File: config.mk
export PLATFORM = sky130hd
export DESIGN_NAME = dcache_axi_bridge
export DESIGN_NICKNAME = d
export VERILOG_FILES = /design/src/rtl/dcache_axi_bridge_pkg.sv /design/src/rtl/axi_beat_counter.sv /design/src/rtl/dcache_axi_bridge.sv
export SDC_FILE = /design/constraint.sdc
export NUM_CORES = 1
export LEC_CHECK = 0
export ABC_AREA = 1
export CAP_MARGIN = 20
export CORE_AREA = 2 2 114 116
export DETAILED_ROUTE_END_ITERATION = 8
export DIE_AREA = 0 0 116 118
export PLACE_DENSITY = 0.73
export SLEW_MARGIN = 20
export SYNTH_ARGS = -nofsm -noshare
export SYNTH_HDL_FRONTEND = slang
export SYNTH_SLANG_ARGS = --single-unit
File: constraint.sdc
create_clock -name clk -period 2.56 [get_ports clk]
set_clock_uncertainty 0.15 [all_clocks]
set_input_delay 0.512 -clock clk [delete_from_list [all_inputs] [get_ports clk]]
set_output_delay 0.512 -clock clk [all_outputs]
set_load 0.05 [all_outputs]
File: src/rtl/dcache_axi_bridge_pkg.sv
`default_nettype none
// ============================================================================
// Module      : dcache_axi_bridge_pkg
// Description : Shared AXI3 encodings and the data-cache bridge state type,
//               used by the cache-side AXI bridges and their helpers.
// Ports       : none (package)
// Revision    : 1.0 - initial release
// ============================================================================
package dcache_axi_bridge_pkg;

    typedef enum logic [1:0] {
        AXI_BURST_FIXED = 2'b00,
        AXI_BURST_INCR  = 2'b01,
        AXI_BURST_WRAP  = 2'b10
    } axi_burst_t;

    // Every beat moves one 32-bit word.
    localparam logic [2:0] AXI_SIZE_WORD  = 3'b010;
    localparam logic [3:0] AXI_WSTRB_FULL = 4'hF;

    typedef enum logic [2:0] {
        DB_IDLE = 3'd0,
        DB_AR   = 3'd1,
        DB_R    = 3'd2,
        DB_AW   = 3'd3,
        DB_W    = 3'd4,
        DB_B    = 3'd5
    } dbridge_state_t;

    // Number of 32-bit words in a cache line of 2**offset_width bytes.
    function automatic int line_words(input int offset_width);
        return 1 << (offset_width - 2);
    endfunction

endpackage
`default_nettype wire

File: src/rtl/axi_beat_counter.sv
`default_nettype none
// ============================================================================
// Module      : axi_beat_counter
// Description : Beat counter for single-line AXI bursts. Counts accepted
//               beats, wraps modulo LINE_WORDS and flags the final beat.
// Ports       : clk        - system clock
//               rst        - asynchronous active-high reset
//               i_clear    - synchronous clear to zero (priority over inc)
//               i_inc      - advance by one beat
//               o_count    - current beat index (0 .. LINE_WORDS-1)
//               o_terminal - current index is the last beat of the line
// Revision    : 1.0 - initial release
// ============================================================================
module axi_beat_counter #(
    parameter int LINE_WORDS = 8
) (
    input  logic       clk,
    input  logic       rst,
    input  logic       i_clear,
    input  logic       i_inc,
    output logic [3:0] o_count,
    output logic       o_terminal
);

    localparam logic [3:0] c_last = 4'(LINE_WORDS - 1);

    logic [3:0] r_count;
    logic       w_terminal;

    assign w_terminal = (r_count == c_last);

    always_ff @(posedge clk or posedge rst) begin
        if (rst) begin
            r_count <= '0;
        end else if (i_clear) begin
            r_count <= '0;
        end else if (i_inc) begin
            // Wrap explicitly so a line shorter than 16 words never
            // produces an out-of-range index.
            r_count <= w_terminal ? 4'd0 : r_count + 4'd1;
        end
    end

    assign o_count    = r_count;
    assign o_terminal = w_terminal;

endmodule
`default_nettype wire

File: src/rtl/dcache_axi_bridge.sv
`default_nettype none
// ============================================================================
// Module      : dcache_axi_bridge
// Description : Memory-side bridge of the data cache. Turns the cache's
//               word-serial refill / write-back handshake into one-line
//               AXI3 INCR bursts and returns read beats, per-beat acks and
//               a write-back-complete pulse.
// Ports       : clk, reset                 - clock, async active-high reset
//               mem_req/mem_wen/mem_addr   - cache request (wen=1 write-back)
//               mem_wdata/wlast/awvalid    - cache write-back word stream
//               mem_rdata/mem_addr_ok      - refill data, address accepted
//               mem_data_ok/wb_ok          - beat accepted, write-back done
//               ar*/r*/aw*/w*/b*           - AXI3 master channels
// Revision    : 1.0 - initial release
// ============================================================================
module dcache_axi_bridge
    import dcache_axi_bridge_pkg::*;
#(
    parameter int         OFFSET_WIDTH = 5,
    parameter logic [3:0] AXI_ID       = 4'd1
) (
    input  logic        clk,
    input  logic        reset,
    // cache side
    input  logic        mem_req,
    input  logic        mem_wen,
    input  logic [31:0] mem_addr,
    input  logic [31:0] mem_wdata,
    input  logic        wlast,
    input  logic        awvalid,
    output logic [31:0] mem_rdata,
    output logic        mem_addr_ok,
    output logic        mem_data_ok,
    output logic        wb_ok,
    // AXI read address
    output logic [3:0]  arid,
    output logic [31:0] araddr,
    output logic [3:0]  arlen,
    output logic [2:0]  arsize,
    output logic [1:0]  arburst,
    output logic        arvalid,
    input  logic        arready,
    // AXI read data
    input  logic [3:0]  rid,
    input  logic [31:0] rdata,
    input  logic [1:0]  rresp,
    input  logic        rlast,
    input  logic        rvalid,
    output logic        rready,
    // AXI write address
    output logic [3:0]  awid,
    output logic [31:0] awaddr,
    output logic [3:0]  awlen,
    output logic [2:0]  awsize,
    output logic [1:0]  awburst,
    output logic        awvalid_o,
    input  logic        awready,
    // AXI write data
    output logic [3:0]  wid,
    output logic [31:0] wdata,
    output logic [3:0]  wstrb,
    output logic        wlast_o,
    output logic        wvalid,
    input  logic        wready,
    // AXI write response
    input  logic [3:0]  bid,
    input  logic [1:0]  bresp,
    input  logic        bvalid,
    output logic        bready
);

    localparam int         c_line_words = line_words(OFFSET_WIDTH);
    localparam logic [3:0] c_axi_len    = 4'(c_line_words - 1);

    localparam logic [2:0] c_st_idle = DB_IDLE;
    localparam logic [2:0] c_st_ar   = DB_AR;
    localparam logic [2:0] c_st_r    = DB_R;
    localparam logic [2:0] c_st_aw   = DB_AW;
    localparam logic [2:0] c_st_w    = DB_W;
    localparam logic [2:0] c_st_b    = DB_B;

    logic [2:0]  r_state;
    logic [2:0]  w_state_nxt;
    logic [31:0] r_araddr;
    logic [31:0] r_awaddr;
    logic [31:0] w_line_addr;
    logic        w_wb_req;
    logic        w_rf_req;
    logic        w_ar_hs;
    logic        w_r_beat;
    logic        w_aw_hs;
    logic        w_w_beat;
    logic        w_b_hs;
    logic [3:0]  w_beat_cnt;
    logic        w_last_beat;
    logic        w_unused;

    assign w_line_addr = {mem_addr[31:OFFSET_WIDTH], {OFFSET_WIDTH{1'b0}}};

    // Write-back outranks a simultaneous refill: the victim line must reach
    // memory before its slot is overwritten.
    assign w_wb_req = awvalid | (mem_req & mem_wen);
    assign w_rf_req = mem_req & ~mem_wen;

    assign w_ar_hs  = (r_state == c_st_ar) & arready;
    assign w_r_beat = (r_state == c_st_r)  & rvalid;
    assign w_aw_hs  = (r_state == c_st_aw) & awready;
    assign w_w_beat = (r_state == c_st_w)  & wready;
    assign w_b_hs   = (r_state == c_st_b)  & bvalid;

    // ------------------------------------------------------------------
    // State machine
    // ------------------------------------------------------------------
    always_comb begin
        w_state_nxt = r_state;
        case (r_state)
            c_st_idle: begin
                if (w_wb_req) begin
                    w_state_nxt = c_st_aw;
                end else if (w_rf_req) begin
                    w_state_nxt = c_st_ar;
                end
            end
            c_st_ar: if (arready) w_state_nxt = c_st_r;
            // Leave on whichever comes first: slave's rlast or our own
            // line-length count, so a short or over-long burst cannot
            // desynchronise the cache.
            c_st_r:  if (rvalid && (rlast || w_last_beat)) w_state_nxt = c_st_idle;
            c_st_aw: if (awready) w_state_nxt = c_st_w;
            c_st_w:  if (wready && w_last_beat) w_state_nxt = c_st_b;
            c_st_b:  if (bvalid) w_state_nxt = c_st_idle;
            default: w_state_nxt = c_st_idle;
        endcase
    end

    always_ff @(posedge clk or posedge reset) begin
        if (reset) begin
            r_state <= c_st_idle;
        end else begin
            r_state <= w_state_nxt;
        end
    end

    // Burst addresses are captured on leaving IDLE so they stay stable
    // while the slave holds off ready, regardless of what mem_addr does.
    always_ff @(posedge clk or posedge reset) begin
        if (reset) begin
            r_araddr <= '0;
            r_awaddr <= '0;
        end else if (r_state == c_st_idle) begin
            if (w_wb_req) begin
                r_awaddr <= w_line_addr;
            end else if (w_rf_req) begin
                r_araddr <= w_line_addr;
            end
        end
    end

    // ------------------------------------------------------------------
    // Beat counter, shared between the read and write bursts
    // ------------------------------------------------------------------
    axi_beat_counter #(
        .LINE_WORDS (c_line_words)
    ) u_beat_counter (
        .clk        (clk),
        .rst        (reset),
        .i_clear    (r_state == c_st_idle),
        .i_inc      (w_r_beat | w_w_beat),
        .o_count    (w_beat_cnt),
        .o_terminal (w_last_beat)
    );

    // ------------------------------------------------------------------
    // Cache-side outputs
    // ------------------------------------------------------------------
    assign mem_addr_ok = w_ar_hs | w_aw_hs;
    assign mem_data_ok = w_r_beat | w_w_beat;
    assign mem_rdata   = w_r_beat ? rdata : 32'd0;
    assign wb_ok       = w_b_hs;

    // ------------------------------------------------------------------
    // AXI outputs
    // ------------------------------------------------------------------
    assign arid      = AXI_ID;
    assign araddr    = r_araddr;
    assign arlen     = c_axi_len;
    assign arsize    = AXI_SIZE_WORD;
    assign arburst   = AXI_BURST_INCR;
    assign arvalid   = (r_state == c_st_ar);
    assign rready    = (r_state == c_st_r);

    assign awid      = AXI_ID;
    assign awaddr    = r_awaddr;
    assign awlen     = c_axi_len;
    assign awsize    = AXI_SIZE_WORD;
    assign awburst   = AXI_BURST_INCR;
    assign awvalid_o = (r_state == c_st_aw);

    // The cache re-indexes mem_wdata off its own word offset, which moves
    // on mem_data_ok, so wdata is a straight pass-through.
    assign wid       = AXI_ID;
    assign wdata     = mem_wdata;
    assign wstrb     = AXI_WSTRB_FULL;
    assign wlast_o   = (r_state == c_st_w) & w_last_beat;
    assign wvalid    = (r_state == c_st_w);

    assign bready    = (r_state == c_st_b);

    // Response codes and IDs are deliberately ignored (no retry path).
    assign w_unused = ^{rid, rresp, bid, bresp, mem_addr[OFFSET_WIDTH-1:0], w_beat_cnt};

    // The cache's own last-word marker must agree with the bridge's count.
    a_wlast_agrees : assert property (@(posedge clk) disable iff (reset)
        w_w_beat |-> (wlast == w_last_beat));

    a_count_in_range : assert property (@(posedge clk) disable iff (reset)
        w_beat_cnt <= c_axi_len);

endmodule
`default_nettype wire

==> run_1/met1.png <==
The bar under the picture is 20 um long.
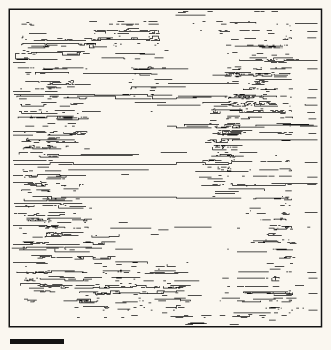
wire length on this layer	3,870 um
nets with wire on the layer	549
main direction	horizontal
longest straight run	43.0 um

==> run_1/met3.png <==
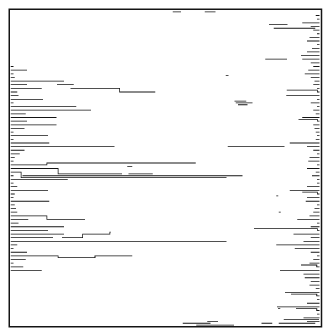
longest straight run	81.9 um
wire length on this layer	1,420 um
share of all routed wire	13%
nets with wire on the layer	156

==> run_1/final_congestion.png <==
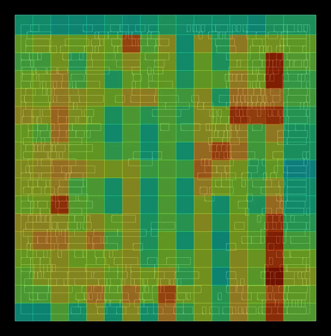
met2 track utilization from global routing: 26.54%
GR Util All Layers: 15.91%
average routed wire per standard cell: 14.59 um
routing layer with the top usage in global route: met2
global routing usage on met3: 9.114%

==> out/results.ini, run 1 <==
[status]
run_status=finished, final reports clean

[logic_synthesis]
yosys_cells=434
yosys-mux-area-fraction_pct=0
synth_top_cell_by_area=dfrtp_1
edf_count=0
xor_share_pct=0.4735
netlist_logic_family_top=buffers and inverters

[pwr]
top_power_group=combinational logic
worst_ir_drop_vdd_uv=1076
leakage_nw=2.870
comb-power_w=0.00458
p_switching_w=0.003760
seq_power_share_pct=21.9
sequential_cell_power_w=0.00169

[critical_path]
worstPathArrival_ns=1.80
critical-path-top-delay-family=simple AND/OR/NAND/NOR gates
r2r_end=awaddr[20]
crit_type=flop to output port
worstPathBufferInverterCount=3
cp_num_cells=6
worstPathMaxFanout=17

[cells_and_area]
num-nonclk-inverters=77
post-route-util_pct=47.28
sequential_cell_total=61
stdcell_area_um2=5869
layout.nets=689
num_antenna_cells=4
final_cell_count_no_fill=749

[cts]
clock_insertion_delay_worst_skew_ns=0.32
cts_max_level=3
cts_buffers=9
clock_path_buffers=2

[min_path]
hold_path_class=flop to flop

[global_routing]
grt_pass1_wl_um=16720

[drt]
drcViolationCount=0
met1_length_um=3868
detailroute.wirelength.met3_um=1423
totalWireLength_um=10930

[timing]
worst_slew_margin_rel_pct=60.70

[run]
openroad.warnings=45

==> run_1/met2.png <==
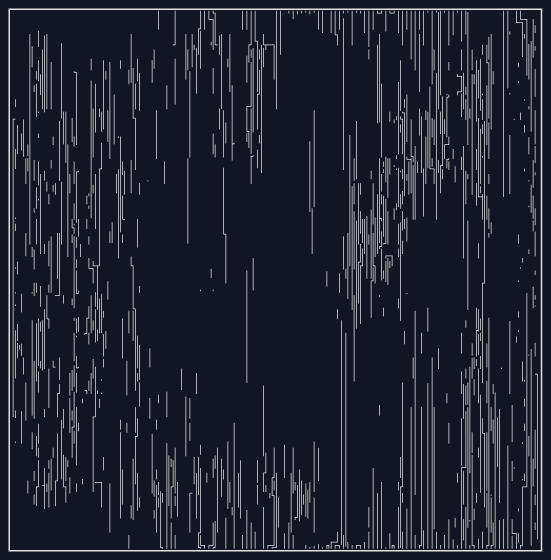

## Run 2: what changed since run 1
- CORE_AREA: 2 2 114 116 -> 5 5 123 102
- DIE_AREA: 0 0 116 118 -> 0 0 128 107
- GPL_TIMING_DRIVEN: default -> 0
- PLACE_DENSITY: 0.73 -> 0.81
==> run_2/met2.png <==
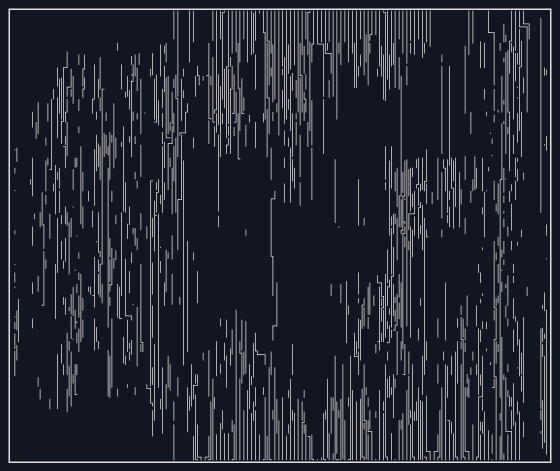
nets with wire on the layer	671
longest straight run	51.7 um
share of all routed wire	54%
main direction	vertical

==> run 2 against run 1 <==
Compared with the run above: non-clock buffer count rose by 117; critical endpoint is now mem_rdata[28]; total power fell by 3.0%; worst setup slack improved by 0.016 ns; largest cell class unchanged; synthesized cell count did not move; sequential share of layout area fell by 1.3 points; critical path type unchanged; register-to-register slack improved by 0.20 ns.
==> out/results.ini, run 2 <==
[status]
run_status=finished, final reports clean  ; unchanged

[cells_and_area]
final_cell_count_no_fill=837  ; was 749
post-route-util_pct=55.13  ; was 47.28%
stdcell_area_um2=6181  ; was 5869 um^2
sequential_cell_total=61  ; unchanged
num_antenna_cells=0  ; was 4

[pwr]
sequential_cell_power_w=0.00167  ; was 0.00169 W
seq_power_share_pct=22.3  ; was 21.9%
top_power_group=combinational logic  ; unchanged
comb-power_w=0.00462  ; was 0.00458 W
worst_ir_drop_vdd_uv=925.2  ; was 1076 uV
leakage_nw=3.289  ; was 2.870 nW

[global_routing]
busiest_layer=met2  ; unchanged
grt_util_all_layers_pct=16.88  ; was 15.91%
grt.met2_usage_pct=32.03  ; was 26.54%
global_routing_usage_on_met3_pct=6.524  ; was 9.114%

[logic_synthesis]
yosys_cells=434  ; unchanged
xor_share_pct=0.4735  ; unchanged
synth_top_cell_by_area=dfrtp_1  ; unchanged
netlist_logic_family_top=buffers and inverters  ; unchanged
edf_count=0  ; unchanged

[drt]
met1_length_um=4247  ; was 3868 um
post_drt_wl_per_cell_um=14.19  ; was 14.59 um
detailroute.wirelength.met3_um=1156  ; was 1423 um
totalWireLength_um=11880  ; was 10,930 um

[cts]
clock_insertion_delay_worst_skew_ns=0.32  ; about the same
clock_path_buffers=2  ; unchanged

[critical_path]
worstPathMaxFanout=10  ; was 17
critical-path-top-delay-family=simple AND/OR/NAND/NOR gates  ; unchanged
crit_type=flop to output port  ; unchanged
worstPathArrival_ns=1.78  ; was 1.80 ns
cp_num_cells=5  ; was 6

[timing]
worst_slew_margin_rel_pct=63.43  ; was 60.70%

[min_path]
hold_path_class=input pin to asynchronous set/reset pin  ; was flop to flop

[run]
openroad.warnings=45  ; unchanged

==> run_2/port_nets.png <==
The bar under the picture is 50 um long.
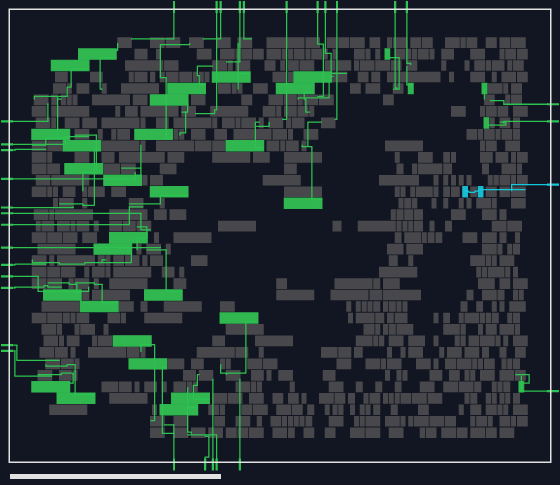
color	port	direction	edge	end cells	buffers	wire
green	`araddr`	output	13 left, 11 top, 5 bottom, 3 right	32	32	1,070 um
cyan	`arready`	input	right	2	1	25.4 um

Power figures rest on the tool's default switching activity, not on a simulated workload.
